**src/rtl/robot_mode_controller.sv**
```systemverilog
// ============================================================================
//  Module      : robot_mode_controller
//  Description : Mode FSM for the robot (IDLE/MANUAL/SEARCH/TRACK/HALT)
//                driven by IR remote codes and camera target detection.
//  Revision    : 1.0 - initial release
// ============================================================================
`default_nettype none

module robot_mode_controller #(
    parameter int MANUAL_HOLD    = 25_000_000,
    parameter int ACQUIRE_CYCLES = 1_250_000,
    parameter int LOST_TIMEOUT   = 50_000_000
) (
    input  logic       clk_50,
    input  logic       reset,
    input  logic       ir_valid,
    input  logic [7:0] IR_button,
    input  logic [2:0] cam_direction,
    input  logic       orange_detected,
    input  logic [1:0] speed,
    output logic [2:0] state,
    output logic [2:0] drive_cmd,
    output logic [1:0] drive_speed
);

    localparam int c_hold_w = (MANUAL_HOLD    < 1) ? 1 : $clog2(MANUAL_HOLD + 1);
    localparam int c_acq_w  = (ACQUIRE_CYCLES < 1) ? 1 : $clog2(ACQUIRE_CYCLES + 1);
    localparam int c_lost_w = (LOST_TIMEOUT   < 1) ? 1 : $clog2(LOST_TIMEOUT + 1);

    localparam logic [c_hold_w-1:0] c_hold_max = c_hold_w'(MANUAL_HOLD);
    localparam logic [c_acq_w-1:0]  c_acq_max  = c_acq_w'(ACQUIRE_CYCLES);
    localparam logic [c_lost_w-1:0] c_lost_max = c_lost_w'(LOST_TIMEOUT);

    localparam logic [2:0] c_st_idle   = 3'd0;
    localparam logic [2:0] c_st_manual = 3'd1;
    localparam logic [2:0] c_st_search = 3'd2;
    localparam logic [2:0] c_st_track  = 3'd3;
    localparam logic [2:0] c_st_halt   = 3'd4;

    localparam logic [2:0] c_cmd_stop  = 3'd0;
    localparam logic [2:0] c_cmd_fwd   = 3'd1;
    localparam logic [2:0] c_cmd_left  = 3'd3;
    localparam logic [2:0] c_cmd_right = 3'd4;
    localparam logic [2:0] c_cmd_spin  = 3'd5;

    logic [2:0]          r_state, w_state_nxt;
    logic [2:0]          r_cmd, w_cmd_nxt;
    logic [1:0]          r_spd, w_spd_nxt;
    logic [c_hold_w-1:0] r_hold, w_hold_nxt, w_hold_dec;
    logic [c_acq_w-1:0]  r_acq, w_acq_nxt, w_acq_inc;
    logic [c_lost_w-1:0] r_lost, w_lost_nxt, w_lost_inc;

    logic       w_ir_move, w_ir_stop, w_ir_manual, w_ir_search, w_ir_halt, w_ir_clear;
    logic       w_cam_valid;
    logic [2:0] w_cam_cmd;

    assign w_ir_move   = ir_valid && (IR_button >= 8'h01) && (IR_button <= 8'h04);
    assign w_ir_stop   = ir_valid && (IR_button == 8'h05);
    assign w_ir_manual = ir_valid && (IR_button == 8'h0A);
    assign w_ir_search = ir_valid && (IR_button == 8'h0B);
    assign w_ir_halt   = ir_valid && (IR_button == 8'h0C);
    assign w_ir_clear  = ir_valid && (IR_button == 8'h0D);

    // Counters saturate at their terminal value instead of wrapping.
    assign w_hold_dec = (r_hold == '0) ? r_hold : r_hold - c_hold_w'(1);
    assign w_acq_inc  = (r_acq  == c_acq_max)  ? r_acq  : r_acq  + c_acq_w'(1);
    assign w_lost_inc = (r_lost == c_lost_max) ? r_lost : r_lost + c_lost_w'(1);

    always_comb begin
        w_cam_valid = 1'b1;
        w_cam_cmd   = c_cmd_stop;
        case (cam_direction)
            3'b100:  w_cam_cmd   = c_cmd_left;
            3'b010:  w_cam_cmd   = c_cmd_fwd;
            3'b001:  w_cam_cmd   = c_cmd_right;
            default: w_cam_valid = 1'b0;
        endcase
    end

    always_comb begin
        w_state_nxt = r_state;
        w_cmd_nxt   = r_cmd;
        w_hold_nxt  = r_hold;
        w_acq_nxt   = r_acq;
        w_lost_nxt  = r_lost;

        if (w_ir_halt) begin
            w_state_nxt = c_st_halt;
        end else begin
            case (r_state)
                c_st_idle: begin
                    if (w_ir_manual)      w_state_nxt = c_st_manual;
                    else if (w_ir_search) w_state_nxt = c_st_search;
                end
                c_st_manual: begin
                    if (w_ir_search) begin
                        w_state_nxt = c_st_search;
                    end else if (w_ir_move) begin
                        w_cmd_nxt  = IR_button[2:0];
                        w_hold_nxt = c_hold_max;
                    end else if (w_ir_stop) begin
                        w_cmd_nxt  = c_cmd_stop;
                        w_hold_nxt = '0;
                    end else if (r_hold != '0) begin
                        w_hold_nxt = w_hold_dec;
                        if (w_hold_dec == '0) w_cmd_nxt = c_cmd_stop;
                    end
                end
                c_st_search: begin
                    if (w_ir_manual) begin
                        w_state_nxt = c_st_manual;
                    end else if (orange_detected) begin
                        w_acq_nxt = w_acq_inc;
                        if (w_acq_inc == c_acq_max) w_state_nxt = c_st_track;
                    end else begin
                        w_acq_nxt = '0;
                    end
                end
                c_st_track: begin
                    if (w_ir_manual) begin
                        w_state_nxt = c_st_manual;
                    end else if (!orange_detected && (w_lost_inc == c_lost_max)) begin
                        w_state_nxt = c_st_search;
                    end else begin
                        w_lost_nxt = orange_detected ? '0 : w_lost_inc;
                        if (w_cam_valid) w_cmd_nxt = w_cam_cmd;
                    end
                end
                c_st_halt: begin
                    if (w_ir_clear) w_state_nxt = c_st_idle;
                end
                default: w_state_nxt = c_st_idle;
            endcase
        end

        // Any mode change restarts all timers and sets the entry command.
        if (w_state_nxt != r_state) begin
            w_hold_nxt = '0;
            w_acq_nxt  = '0;
            w_lost_nxt = '0;
            case (w_state_nxt)
                c_st_search: w_cmd_nxt = c_cmd_spin;
                c_st_track:  w_cmd_nxt = w_cam_cmd;
                default:     w_cmd_nxt = c_cmd_stop;
            endcase
        end

        w_spd_nxt = ((w_state_nxt == c_st_manual) || (w_state_nxt == c_st_search) ||
                     (w_state_nxt == c_st_track)) ? speed : 2'd0;
    end

    always_ff @(posedge clk_50 or posedge reset) begin
        if (reset) begin
            r_state <= c_st_idle;
            r_cmd   <= c_cmd_stop;
            r_spd   <= 2'd0;
            r_hold  <= '0;
            r_acq   <= '0;
            r_lost  <= '0;
        end else begin
            r_state <= w_state_nxt;
            r_cmd   <= w_cmd_nxt;
            r_spd   <= w_spd_nxt;
            r_hold  <= w_hold_nxt;
            r_acq   <= w_acq_nxt;
            r_lost  <= w_lost_nxt;
        end
    end

    assign state       = r_state;
    assign drive_cmd   = r_cmd;
    assign drive_speed = r_spd;

endmodule

`default_nettype wire

```
**config.mk**
```make
export PLATFORM = sky130hd
export DESIGN_NAME = robot_mode_controller
export DESIGN_NICKNAME = d
export VERILOG_FILES = /design/src/rtl/robot_mode_controller.sv
export SDC_FILE = /design/constraint.sdc
export NUM_CORES = 1
export LEC_CHECK = 0
export CELL_PAD_IN_SITES_DETAIL_PLACEMENT = 0
export CELL_PAD_IN_SITES_GLOBAL_PLACEMENT = 2
export CORE_UTILIZATION = 38
export CTS_BUF_LIST = sky130_fd_sc_hd__clkbuf_8
export DETAILED_ROUTE_END_ITERATION = 10
export MAX_ROUTING_LAYER = met4
export PLACE_DENSITY_LB_ADDON = 0.05
export SETUP_SLACK_MARGIN = 0.02
export SLEW_MARGIN = 15
export SYNTH_ARGS = -nofsm -noshare
export SYNTH_HDL_FRONTEND = slang
export SYNTH_SLANG_ARGS = --single-unit
export TNS_END_PERCENT = 50
```
**constraint.sdc**
```tcl
create_clock -name clk_50 -period 4.9 [get_ports clk_50]
set_clock_uncertainty 0.15 [all_clocks]
set_input_delay 0.735 -clock clk_50 [delete_from_list [all_inputs] [get_ports clk_50]]
set_output_delay 0.735 -clock clk_50 [all_outputs]
set_load 0.005 [all_outputs]
```
==> flow_summary_export.csv, run 1 <==
group,metric,value,unit
die,core-area,0.0158,mm2
timing,setup_viol,0,
run,max_cap_violations,0,
clocking,cts_buffers,9,
worst_setup_path,critPathSlowestCell,"or4_1",
die,die-area,0.0167,mm2
clocking,cts_tree,"done",
route,post_drt_wl_per_cell,17.8,um
global_route,grt-ovfl-total,0,
clocking,clock_path_buffers,2,
power,switching_share,0.488,
hold_path,hp-start,"r_hold[1]",
worst_setup_path,crit_chain,"ha_1, nand2_1, or4_1, o31a_1, a211oi_2, nand4_1, nor4_2, o21ai_1, a311o_2, buf_4, a311oi_1",
power,switchingPower,1.58,mW
timing,hold_violations,0,
global_route,grt_max_degree,44,
synth,flop_cell,"dfrtp_1",
worst_setup_path,endpoint_kind,"flop",
worst_setup_path,worstSetupStartpoint,"r_lost[0]",
die,floorplan.core_util,0.389,
placed_design,hpwl,12700,um
route,vias,6128,
power,p_int,1.66,mW
timing,period_used_share,0.859,
synth,synth.largest_area_cell,"dfrtp_1",
timing,relSlewSlack,0.468,
timing,worst_pin_slew,0.791,ns
power,p_per_area,479,mW/mm2
cells_and_area,syn_to_final_growth,9.81,%
synth,synth_cell_types,66,
synth,ys_ff,80,
global_route,antenna_found_initial,0,
worst_setup_path,cpPeakStageDelay,0.57,ns
timing,whs,0.403,ns
synth,top_cells_by_area,"dfrtp_1 32%, a21oi_1 6.1%, nor2_1 5.5%",
route,drt_first_iter_violations,417,
synth,yosysWarningCount,0,
synth,syn_area,0.00616,mm2
timing,max_clock_freq,0.238,GHz
synth,ys_seq_frac,0.325,
clocking,insertion_delay,0.38,ns
power,p_clk_frac,0.145,
clocking,cts-root-buf,"clkbuf_8",
worst_setup_path,r2r_start,"r_lost[0]",
timing,rsz0062_at_grt,"no",
clocking,htreeDepth,3,
die,fp-row-count,46,
synth,synth_cells,812,
clocking,clock_sinks,80,
run,warnings,28,
placed_design,numPortBuffers,24,
power,vdd_ir_drop_max,0.423,mV
cells_and_area,antenna_cells,0,
die,fp.dieH,129,um
worst_setup_path,crit_arrival,4.33,ns
route,drc_errors,0,
synth,avgSynthCellArea,7.59,um2
timing,finalCriticalPeriod,4.21,ns
placed_design,placed_cell_area,0.00659,mm2
cells_and_area,drive_above_1_share,0.0699,
power,seq_power_share,0.261,
synth,edf_count,0,
timing,finalSetupTns,0,ns
die,die_width,129,um
global_route,grt_pass1_wl,30800,um
synth,synth_nets,834,
worst_setup_path,crit_fanout,39,
synth,ys_area,0.00616,mm2
clocking,cts_resized,0,
route,viasPerCell,5.94,
global_route,grt_pass1_vias,5808,
power,combPwrFrac,0.594,
cells_and_area,nets,834,
outcome,status,"completed",
route,drtAntennaViolNets,0,
cells_and_area,fin_area,0.00677,mm2
die,pin_count,25,
synth,postSynth.asyncResetShare,1.00,
synth,top_area_frac,0.325,
worst_setup_path,worstSetupPathType,"reg -> reg",
route,drt_pass1_iterations,5,
hold_path,hp-class,"reg -> reg",
worst_setup_path,worstSetupStartpointType,"flop",
global_route,grt_usage,0.241,
timing,drv_slew,0,
route,wl,18400,um
clocking,postCtsHoldBufs,0,
worst_setup_path,crit_required,5.02,ns
clocking,clkSlewWorstSetupHoldPaths,0.08,ns
placed_design,place.gp.congestion,0.891,
clocking,post_cts_buffers,0,
power,leakagePower,2.62,nW
synth,ys_cells,812,
-- run 1: final timing paths --
check	end	slack, ns	cells past startpoint
worst max-delay path	r_hold[17]	0.69	11
worst min-delay path	r_hold[1]	0.40	2
worst max register to register	r_hold[17]	0.69	11
worst min register to register	r_hold[1]	0.40	2
max in group asynchronous	r_acq[19]	2.92	3
min in group asynchronous	r_hold[18]	0.65	2
-- run 1: layout make-up --
class	count	area [um2]
tap	216	270
timing repair buffer	43	378
inverter	14	53.8
clock inverter	4	21.3
sequential	80	2000
multi-input combinational	664	3890
fill	1623	9060
clock buffer	11	151
-- run 1: placed cells by master, fill, tap and decap left out, types with 13 or more instances in the layout --
master | Yosys | layout
a21oi_1 | 75 | 75
o21ai_0 | 64 | 64
xnor2_1 | 13 | 13
a31oi_1 | 17 | 17
nor3_1 | 40 | 39
or4_1 | 18 | 18
nand2b_1 | 13 | 13
buf_4 | 1 | 19
inv_1 | 14 | 14
and3_1 | 14 | 14
nor2b_1 | 14 | 14
nand4_1 | 20 | 20
clkdlybuf4s50_1 | 0 | 23
nand3_1 | 30 | 30
nor4_1 | 22 | 22
nor2_1 | 90 | 90
dfrtp_1 | 80 | 80
nand2_1 | 78 | 78
-- run 1: sequential cells by signal (all words and copies together) (netlist names) --
register and flops:
state 3, r_hold 25, drive_cmd 3, drive_speed 2
r_acq 21, r_lost 26
-- run 1: cells by family after synthesis --
logic type | synth area share
simple gates | 0.352
compound gates | 0.212
flops | 0.325
buf+inv | 0.0449
xor+xnor | 0.0299
mux | 0.0270
fa+ha+maj | 0.0102
-- run 1: cell usage after synthesis (all sizes together) (17+ instances only) --
| master | instances |
|---|---|
| nor3 | 40 |
| clkbuf | 40 |
| nand4 | 22 |
| a31oi | 17 |
| or4 | 18 |
| nor4 | 25 |
| nor2 | 91 |
| nand2 | 78 |
| nand3 | 30 |
| o21ai | 65 |
| dfrtp | 80 |
| a21oi | 75 |
-- run 1: critical path, delay by kind of cell, from the launching register on --
family                     cells  cell delay (ns)
adders and majority gates      1             0.33
buffers and inverters          1             0.29
and+or+nand+nor                4             1.36
DFF                            1             0.44
AOI/OAI and AO/OA              5             1.54
-- run 1: layer usage --
layer  track usage  share of wire
met5             -              0
met4        0.0713          0.012
met3        0.0339          0.036
met2         0.377           0.47
met1         0.322           0.48
-- run 1: power groups by stage --
stage          clock network (mW)  registers (mW)  logic [mW]
3_5_place_dp                    0           0.855        1.90
3_3_place_gp                    0           0.855        1.92
4_1_cts                     0.486           0.843        1.92
2_1_floorplan                   0           0.805        1.43
6_report                    0.469           0.846        1.92
5_1_grt                     0.513           0.861        2.14
-- run 1: per-stage QoR --
stage / setup WS, ns / cells / util / total power, mW
floorplan: 1.07 / 812 / - / 2.24
detailed placement: 0.591 / 1017 / 0.417 / 2.76
CTS: 0.676 / 1032 / 0.427 / 3.25
global route: 0.429 / 1032 / 0.427 / 3.52
finish: 0.693 / 1032 / 0.427 / 3.24
global placement: 0.690 / 1017 / 0.417 / 2.77
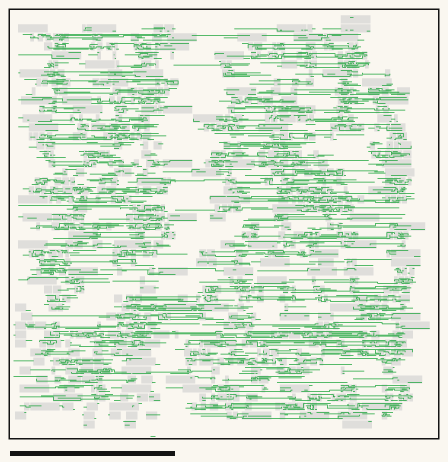
Run 1: the metal 1 layer
The bar under the picture is 50 um long. Cells faint in the background.
share of all routed wire: 48%
wire length on this layer: 8810 um
longest straight run: 34.5 um
main direction: horizontal
nets with wire on the layer: 784

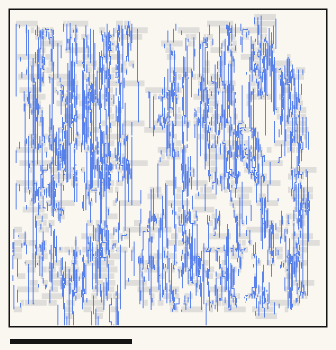
Run 1: M2 wires
The bar under the picture is 50 um long. Cells faint in the background.
nets with wire on the layer: 650
share of all routed wire: 47%
longest straight run: 63.2 um

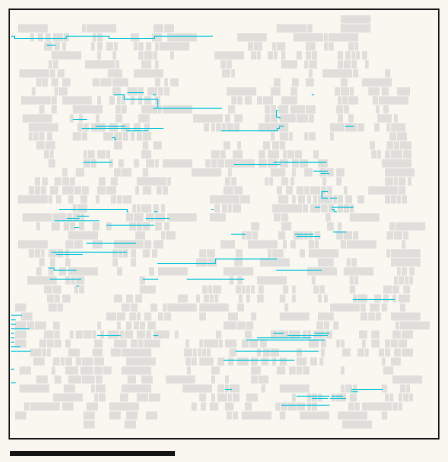
Run 1: met3 routing
The bar under the picture is 50 um long. Cells faint in the background.
share of all routed wire: 3.6%
nets with wire on the layer: 64
main direction: horizontal

==> inputs of run 2 (changes only) <==
CAP_MARGIN = 40   (was unset)
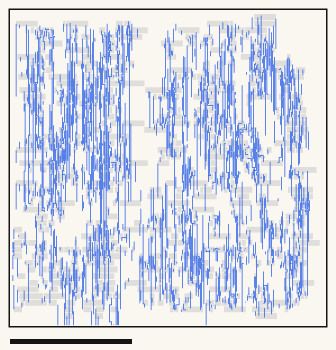
Run 2: M2 wires
The bar under the picture is 50 um long. Cells faint in the background.
vias post-DR: 6129
Routed Wire Length: 18400 um
grt met2 use: 0.377

==> run 2 against run 1 <==
Sequential cell count unchanged. Die size unchanged. Routed wire length decreased by 0.13%. Sequential share of layout area down 0.12 points. Sequential power about the same.
==> flow_summary_export.csv, run 2 <==
group,metric,value,unit
global_route,grt_pass1_wl,30800,um
global_route,grt_pass1_vias,5808,
cells_and_area,final_cells,1033,
synth,top_cells_by_area,"dfrtp_1 32%, a21oi_1 6.1%, nor2_1 5.5%",
clocking,cts_tree,"done",
power,p_per_area,477,mW/mm2
synth,yosysWarningCount,0,
clocking,cts-root-buf,"clkbuf_8",
cells_and_area,regMostFlops,"r_lost",
route,post_drt_wl_per_cell,17.8,um
cells_and_area,fin_util,0.429,
power,fin_total_pwr,3.24,mW
power,leakagePower,2.63,nW
cells_and_area,reg.largest.list,"r_lost: 26 flops, r_hold: 25 flops, r_acq: 21 flops",
synth,common_cells,"90 x nor2_1, 80 x dfrtp_1, 78 x nand2_1, 75 x a21oi_1, 64 x o21ai_0",
route,drt_first_iter_violations,441,
timing,finalCriticalPeriod,4.20,ns
timing,drv_slew,0,
clocking,cts_buffers,9,
placed_design,dp.cells,1017,
cells_and_area,nets,835,
timing,finalSetupTns,0,ns
cells_and_area,largest_reg_flops,26,
worst_setup_path,crit_fanout,39,
synth,synth.largest_area_cell,"dfrtp_1",
clocking,post_cts_buffers,0,
synth,postSynth.asyncResetShare,1.00,
synth,ys_area,0.00616,mm2
placed_design,numPortBuffers,24,
worst_setup_path,crit_required,5.03,ns
synth,synth_cell_types,66,
synth,syn_area,0.00616,mm2
clocking,htreeDepth,3,
outcome,status,"completed",
timing,period_used_share,0.856,
die,pin_count,25,
placed_design,hpwl,12700,um
route,drtAntennaViolNets,0,
hold_path,hp-class,"in -> async",
cells_and_area,antenna_cells,0,
global_route,grt_usage,0.241,
synth,ys_ff,80,
route,drc_errors,0,
die,die_width,129,um
clocking,cts_resized,0,
cells_and_area,drive_above_1_share,0.0710,
placed_design,place.gp.congestion,0.891,
timing,hold_violations,0,
clocking,clock_path_buffers,2,
cells_and_area,num-fill-cells,1620,
clocking,clkSlewWorstSetupHoldPaths,0.08,ns
synth,synth_cells,812,
die,fp.dieH,129,um
clocking,insertion_delay,0.38,ns
synth,ys_seq_frac,0.325,
worst_setup_path,crit_arrival,4.32,ns
global_route,grt_max_degree,44,
route,viasPerCell,5.93,
synth,ys_cells,812,
die,floorplan.core_util,0.389,
synth,synth_nets,834,
cells_and_area,fin_area,0.00679,mm2
global_route,antenna_found_initial,0,
timing,worst_pin_slew,0.753,ns
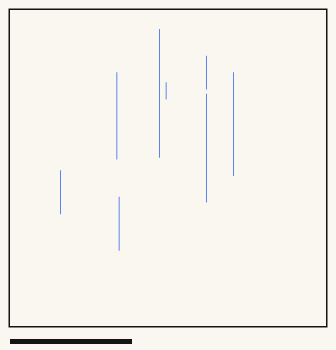
Run 2: the metal 4 layer
The bar under the picture is 50 um long.
share of all routed wire: 1.3%
main direction: vertical

[run 2: worst max-delay path, stage by stage, from the launching register on]
cell and delay, ns:
dfrtp_1 0.44, ha_1 0.33, nand2_1 0.16, or4_1 0.57, o31a_1 0.36, a211oi_2 0.25, nand4_1 0.17, nor4_2 0.44
o21ai_1 0.21, a311o_2 0.46, buf_4 0.29, a311oi_1 0.25
[run 2: final timing paths]
| path | start | end | slack [ns] | cells after the start |
|---|---|---|---|---|
| max | r_lost[0] | r_hold[10] | 0.70 | 11 |
| min | reset | drive_cmd[2] | 0.38 | 2 |
| max reg2reg | r_lost[0] | r_hold[10] | 0.70 | 11 |
| min reg2reg | r_hold[1] | r_hold[1] | 0.40 | 2 |
| max in group asynchronous | reset | r_acq[19] | 3.22 | 4 |
| min in group clk_50 | r_hold[1] | r_hold[1] | 0.40 | 2 |
[run 2: kinds of logic after synthesis]
| group | after synthesis | synth area share |
|---|---|---|
| xor+xnor | 21 | 0.0299 |
| mux | 16 | 0.0270 |
| buf+inv | 68 | 0.0449 |
| simple gates | 404 | 0.352 |
| compound gates | 218 | 0.212 |
| flops | 80 | 0.325 |
| fa+ha+maj | 5 | 0.0102 |
[run 2: metrics by stage]
| step | hold slack, ns | worst slack (ns) |
|---|---|---|
| after CTS | 0.407 | 0.676 |
| after floorplan | 0.346 | 1.07 |
| after detailed placement | 0.386 | 0.591 |
| final | 0.383 | 0.704 |
| after global placement | 0.374 | 0.690 |
| after global routing | 0.382 | 0.429 |
[run 2: final cells by class]
cell class,instances,area (um2),share of cell area
Clock inverter,4,21.3,0.00313
Tap cell,216,270,0.0398
Sequential cell,80,2000,0.295
Timing Repair Buffer,44,405,0.0597
Multi-Input combinational cell,664,3890,0.572
Clock buffer,11,151,0.0223
Inverter,14,53.8,0.00792
[run 2: power by group]
part           total, mW  leakage, nW  internal (mW)  switching (mW)
clock network      0.470       0.0924          0.206           0.264
logic               1.92         1.43          0.721            1.20
registers          0.847         1.11          0.732           0.115
total               3.24         2.63           1.66            1.58
[run 2: routing by layer]
layer | up-vias | share of wire | track usage
met5 | - | 0 | -
met4 | 0 | 0.013 | 0.0713
met3 | 19 | 0.033 | 0.0339
met2 | 124 | 0.47 | 0.377
met1 | 2977 | 0.48 | 0.322
li1 | 3009 | - | -
==> inputs of run 3 (changes only) <==
CAP_MARGIN = 20   (was 40)
SLEW_MARGIN = 20   (was 15)
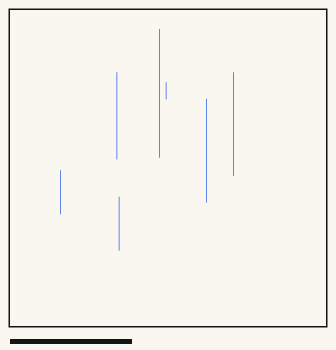
Run 3: the metal 4 layer
The bar under the picture is 50 um long.
wire length on this layer: 218 um
nets with wire on the layer: 5
main direction: vertical
longest straight run: 52.4 um
share of all routed wire: 1.2%

==> run 3 against run 2 <==
Sequential share of layout area is 0.12 points higher. Die size stayed put. Clock-buffer cell count stayed put. First-iteration DRC count is 5.4% lower. Cell count hardly changed. Critical endpoint is now r_hold[17].
==> flow_summary_export.csv, run 3 <==
group,metric,value,unit
clocking,htreeDepth,3,
worst_setup_path,worstSetupPathType,"reg -> reg",
global_route,top_usage_layer,"met2",
timing,period_used_share,0.859,
clocking,clock_path_buffers,2,
cells_and_area,flop_area,0.00200,mm2
cells_and_area,antenna_cells,0,
worst_setup_path,crit_buf_inv,1,
power,p_per_area,479,mW/mm2
hold_path,hp-class,"reg -> reg",
synth,edf_count,0,
clocking,postCtsHoldBufs,0,
placed_design,numPortBuffers,24,
global_route,grt_usage,0.241,
die,die-area,0.0167,mm2
die,core-area,0.0158,mm2
route,post_drt_wl_per_cell,17.8,um
die,fp.dieH,129,um
synth,postSynth.asyncResetShare,1.00,
route,viasPerCell,5.94,
cells_and_area,fin_util,0.427,
run,max_cap_violations,0,
synth,synth_cells,812,
cells_and_area,num-fill-cells,1623,
placed_design,placed_cell_area,0.00659,mm2
worst_setup_path,crit_fanout,39,
synth,top_area_frac,0.325,
timing,rsz0062_at_grt,"no",
clocking,cts-root-buf,"clkbuf_8",
global_route,grt_max_degree,44,
route,drc_errors,0,
synth,synth-xor-area-share,0.0299,
hold_path,hp-start,"r_hold[1]",
timing,setup_viol,0,
synth,yosysWarningCount,0,
synth,synth.largest_area_cell,"dfrtp_1",
global_route,grt-ovfl-total,0,
synth,synthTopLogicFamily,"simple AND/OR/NAND/NOR gates",
clocking,cts_buffers,9,
synth,synth_cell_types,66,
clocking,clock_sinks,80,
global_route,use_met2,0.377,
cells_and_area,fin_area,0.00677,mm2
placed_design,place.gp.congestion,0.891,
global_route,grt_pass1_wl,30800,um
worst_setup_path,crit_required,5.02,ns
die,floorplan.core_util,0.389,
worst_setup_path,crit_chain,"ha_1, nand2_1, or4_1, o31a_1, a211oi_2, nand4_1, nor4_2, o21ai_1, a311o_2, buf_4, a311oi_1",
synth,flop_cell,"dfrtp_1",
die,pin_count,25,
global_route,met1_usage,0.322,
synth,ys_seq_frac,0.325,
timing,finalSetupTns,0,ns
placed_design,hpwl,12700,um
power,vdd_ir_drop_max,0.423,mV
cells_and_area,regMostFlops,"r_lost",
synth,avgSynthCellArea,7.59,um2
cells_and_area,drive_above_1_share,0.0699,
synth,ys_sh_adder,0.0102,
die,fp-row-count,46,
timing,max_clock_freq,0.238,GHz
route,drt_first_iter_violations,417,
route,drt_pass1_iterations,5,
synth,ys_area,0.00616,mm2
route,drtAntennaViolNets,0,
synth,synth_top_cell_by_count,"nor2_1",
timing,finalCriticalPeriod,4.21,ns
worst_setup_path,r2r_start,"r_lost[0]",
synth,ys_sh_mux,0.0270,
worst_setup_path,endpoint_kind,"flop",
timing,drv_slew,0,
worst_setup_path,worstSetupStartpointType,"flop",
cells_and_area,syn_to_final_growth,9.81,%
cells_and_area,nets,834,
synth,common_cells,"90 x nor2_1, 80 x dfrtp_1, 78 x nand2_1, 75 x a21oi_1, 64 x o21ai_0",
clocking,cts_resized,0,
worst_setup_path,crit_family,"AND-OR/OR-AND gates",
worst_setup_path,worstSetupStartpoint,"r_lost[0]",
cells_and_area,final_common_cell,"nor2_1",
clocking,post_cts_buffers,0,
clocking,clkSlewWorstSetupHoldPaths,0.08,ns
outcome,status,"completed",
synth,ys_sh_aoi,0.212,
worst_setup_path,critPathSlowestCell,"or4_1",
worst_setup_path,crit_arrival,4.33,ns
clocking,cts_tree,"done",
cells_and_area,reg.largest.list,"r_lost: 26 flops, r_hold: 25 flops, r_acq: 21 flops",
timing,relSlewSlack,0.468,
die,die_width,129,um
synth,top_cells_by_area,"dfrtp_1 32%, a21oi_1 6.1%, nor2_1 5.5%",
global_route,antenna_found_initial,0,
synth,synth_nets,834,
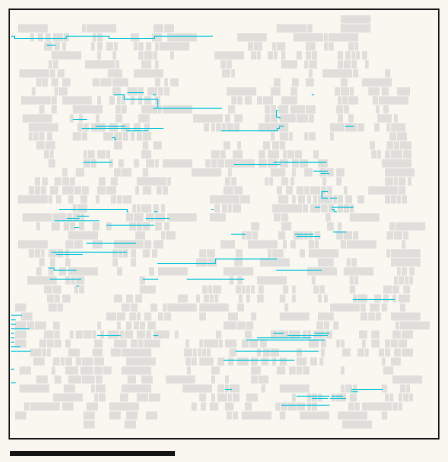
Run 3: met3 routing
The bar under the picture is 50 um long. Cells faint in the background.
Routed Wire Length: 18400 um
vias post-DR: 6128
M3 GR Usage: 0.0339

-- run 3: logic make-up after synthesis --
group,count (synthesis)
compound gates,218
xor+xnor,21
fa+ha+maj,5
buf+inv,68
flops,80
mux,16
simple gates,404
-- run 3: final cells by class --
| cell class | count | area share |
|---|---|---|
| timing repair buffer | 43 | 0.0559 |
| tap | 216 | 0.0399 |
| clock inverter | 4 | 0.00314 |
| inverter | 14 | 0.00795 |
| sequential | 80 | 0.296 |
| multi-input combinational | 664 | 0.575 |
| clock buffer | 11 | 0.0224 |
-- run 3: routing by layer --
| metal | vias up | wire (um) |
|---|---|---|
| li1 | 3005 | - |
| met1 | 2973 | 8810 |
| met2 | 134 | 8710 |
| met3 | 16 | 658 |
| met4 | 0 | 218 |
| met5 | - | 0 |
-- run 3: worst min-delay path: stages (launching register included) --
cell and delay, ns:
dfrtp_1 0.37, a21oi_1 0.07, nor2_1 0.08
-- run 3: power breakdown --
group	total [mW]	switching (mW)	internal [mW]
Clock	0.469	0.263	0.206
Combinational	1.92	1.20	0.718
Sequential	0.846	0.113	0.732
Total	3.24	1.58	1.66
-- run 3: metrics by stage --
stage | std cells | setup slack [ns] | power, mW
2_1_floorplan | 812 | 1.07 | 2.24
3_3_place_gp | 1017 | 0.690 | 2.77
3_5_place_dp | 1017 | 0.591 | 2.76
4_1_cts | 1032 | 0.676 | 3.25
5_1_grt | 1032 | 0.429 | 3.52
6_report | 1032 | 0.693 | 3.24
-- run 3: final timing paths --
kind | to | slack [ns] | depth (start not counted)
max | r_hold[17] | 0.69 | 11
min | r_hold[1] | 0.40 | 2
max reg2reg | r_hold[17] | 0.69 | 11
min reg2reg | r_hold[1] | 0.40 | 2
max in group asynchronous | r_acq[19] | 2.92 | 3
min in group asynchronous | r_hold[18] | 0.65 | 2
No activity file was given, so power comes from the tool's default toggle rates.
